M2 wires:
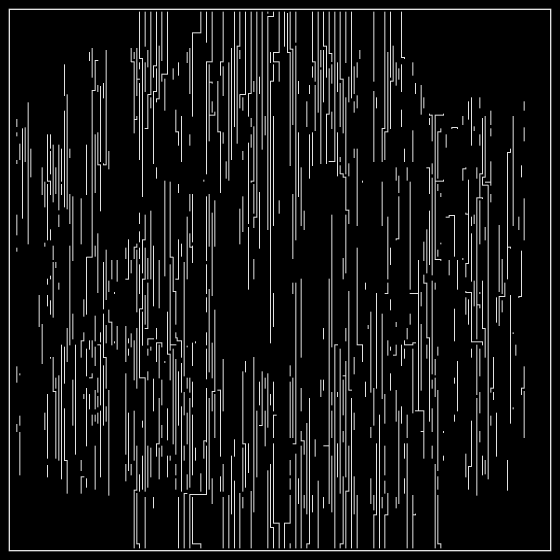
The metal 1 layer:
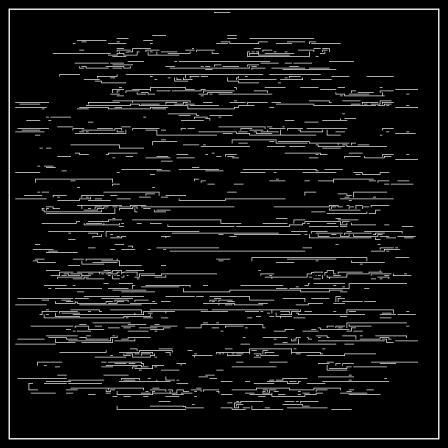
Routing congestion map:
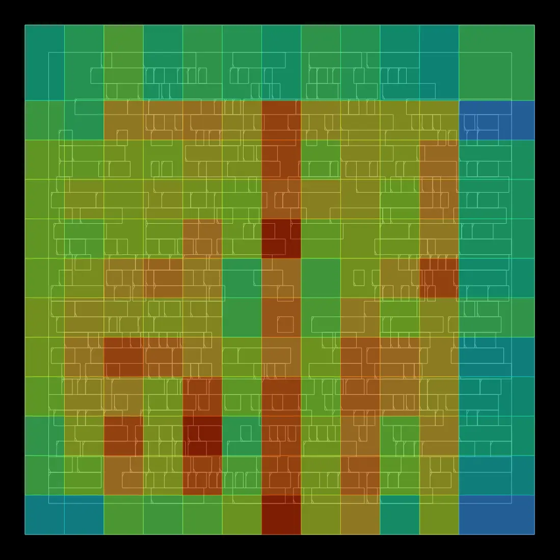
Design inst_fetch_server, sky130hd; sources not shown.
==> job_summary.md <==
## Synthesis and layout report

| Metric | Value |
|---|---|
| Largest family of logic cells by area | simple AND/OR/NAND/NOR gates |
| Total power of the final layout | 0.00286 W |
| Outcome | finished, final reports clean |
| Vias in the first global route | 2686 |
| Floorplan Core Area | 0.00639 mm² |
| Register share after synthesis | 55.3% |
| Final setup fails | 0 |
| Data arrival time of the critical path | 1.88 ns |
| Number of storage elements in the synthesis netlist | 80 |
| Setup slack on the worst flop-to-flop path | 0.60 ns |
| Final worst-path cycle share | 97.2% |
| Wire length of the first global-routing pass | 13.5 mm |
| Net count of the finished layout | 433 |
| Count of cell types in the netlist | 33 |
| Die area | 0.00794 mm² |
| Number of warnings in the stage logs | 26 |
| Most instantiated library cell after synthesis | sky130_fd_sc_hd__dfrtp_1 |
| Proportion of power drawn by combinational gates | 16.2% |
| CTS tree | done |
| Maximum fanout encountered on the critical timing path | 4 |
| Post-synthesis chip area from yosys | 0.00362 mm² |
| Chip height | 89.1 µm |
| Count of flip-flops with a built-in enable after synthesis | 0 |
| Logic depth of the worst register-to-register path | 6 |
| Share of post-route cells with drive strength above 1 | 15.2% |
| Mean cell area of the mapped netlist | 10.2 µm² |
| Most area-hungry cell type in the Yosys netlist | sky130_fd_sc_hd__dfrtp_1 |
| Area fraction of the dominant cell type after synthesis | 55.3% |
| Pint | 0.00202 W |
| Half-perimeter wire length after detailed placement | 5.87 mm |
| Total grt overflow | 0 |
| Post-synthesis instance area | 0.00362 mm² |
| I/O pin count | 149 |
| Most used standard cells in the synthesized netlist | sky130_fd_sc_hd__dfrtp_1 (80), sky130_fd_sc_hd__nand2_1 (71), sky130_fd_sc_hd__a21oi_1 (39) |
| Clock-pin slew on the worst setup and hold paths | 0.07 ns |
| Slew @ Worst Pin | 0.477 ns |
| Number of cells on the worst hold path | 1 |
| Final Slew Violations | 0 |
| Leakage Power | 1.97 nW |
| Post-route antenna net violation count | 0 |
| VDD IR-drop max | 409 µV |
Notes on 'M2 wires' above:
main direction = vertical
longest straight run = 48.5 µm
share of all routed wire = 50%
nets with wire on the layer = 355
wire length on this layer = 4260 µm
total wire length: 8.58 mm
GR Util met2: 36.2%
Via Count: 2627

Notes on 'the metal 1 layer' above:
longest straight run = 28.5 µm
share of all routed wire = 39%
nets with wire on the layer = 391
GR met1 Demand/Resource: 27.6%

Notes on 'routing congestion map' above:
Final Util: 63.1%
met3 routing resource usage after global routing: 8.76%
wire per inst: 19.3 µm
gr usage total: 22.2%
Most Crowded Layer GR: met2

==> cell type report <==
cell class              count  area (µm²)
clock buffers              13         139
clock inverters             3        42.5
fillers                   555        2360
inverters                   1        3.75
multi-input cells         249        1550
flip-flops and latches     80        2000
well taps                  77        96.3
repair buffers             22         200
==> routing by layer <==
| metal | wire length, µm | GRT usage, % | vias to the layer above | share of wire, % |
|---|---|---|---|---|
| li1 | - | - | 1243 | - |
| met1 | 3370 | 27.6 | 1271 | 39 |
| met2 | 4260 | 36.2 | 104 | 50 |
| met3 | 852 | 8.76 | 9 | 9.9 |
| met4 | 93 | 5.68 | 0 | 1.1 |
| met5 | 0 | 0 | - | 0 |
==> power by group through the flow <==
| stage | Combinational (W) | Sequential (W) | Clock (W) |
|---|---|---|---|
| global placement | 0.000402 | 0.00159 | 0 |
| detailed placement | 0.000413 | 0.00160 | 0 |
| floorplan | 0.000341 | 0.00154 | 0 |
| finish | 0.000463 | 0.00157 | 0.000828 |
| CTS | 0.000456 | 0.00157 | 0.000845 |
| global route | 0.000524 | 0.00160 | 0.000926 |
==> through the flow <==
step           cell area (µm²)  setup WS (ns)  cells  hold slack [ns]
2_1_floorplan             3620          0.399    354           0.0444
3_3_place_gp              3710          0.280    419           0.0464
5_1_grt                   4030        -0.0288    445           0.0484
6_report                  4030         0.0762    445           0.0693
3_5_place_dp              3710          0.245    419           0.0470
4_1_cts                   3970       0.000193    440           0.0583
==> what timing repair did <==
item	CTS	global route
gates cloned	1	0
gates resized	3	3
hold endpoints to repair	80	0
hold buffers	2	0
buffers inserted	2	5
pin swaps	2	4
setup endpoints to repair	2	13
==> critical path, stage by stage, from the launching register on <==
cell	delay, ns
sky130_fd_sc_hd__dfrtp_1	0.40
sky130_fd_sc_hd__or3b_4	0.40
sky130_fd_sc_hd__or2_4	0.26
sky130_fd_sc_hd__or3_4	0.34
sky130_fd_sc_hd__a21oi_2	0.16
==> cells by family after synthesis <==
logic type               after synthesis
flip-flops                            80
XOR/XNOR                               8
adder cells (fa/ha/maj)                1
AND-OR/OR-AND                         48
multiplexers                          45
AND/OR/NAND/NOR                      146
buffers and inverters                 26
==> placed cells by master, fill, tap and decap left out, types with 4 or more instances in the layout <==
cell type and count:
sky130_fd_sc_hd__mux2i_1 33, sky130_fd_sc_hd__xor2_1 4, sky130_fd_sc_hd__nor2_1 10, sky130_fd_sc_hd__o21ai_0 5, sky130_fd_sc_hd__clkbuf_1 4, sky130_fd_sc_hd__clkbuf_8 9
sky130_fd_sc_hd__buf_4 19, sky130_fd_sc_hd__nor3_1 32, sky130_fd_sc_hd__a21oi_1 37, sky130_fd_sc_hd__nor4_1 6, sky130_fd_sc_hd__nand3_1 5, sky130_fd_sc_hd__xnor2_1 4
sky130_fd_sc_hd__nand2_1 71, sky130_fd_sc_hd__dfrtp_1 80, sky130_fd_sc_hd__mux2_2 12
Power is estimated from default activity; no workload was simulated.
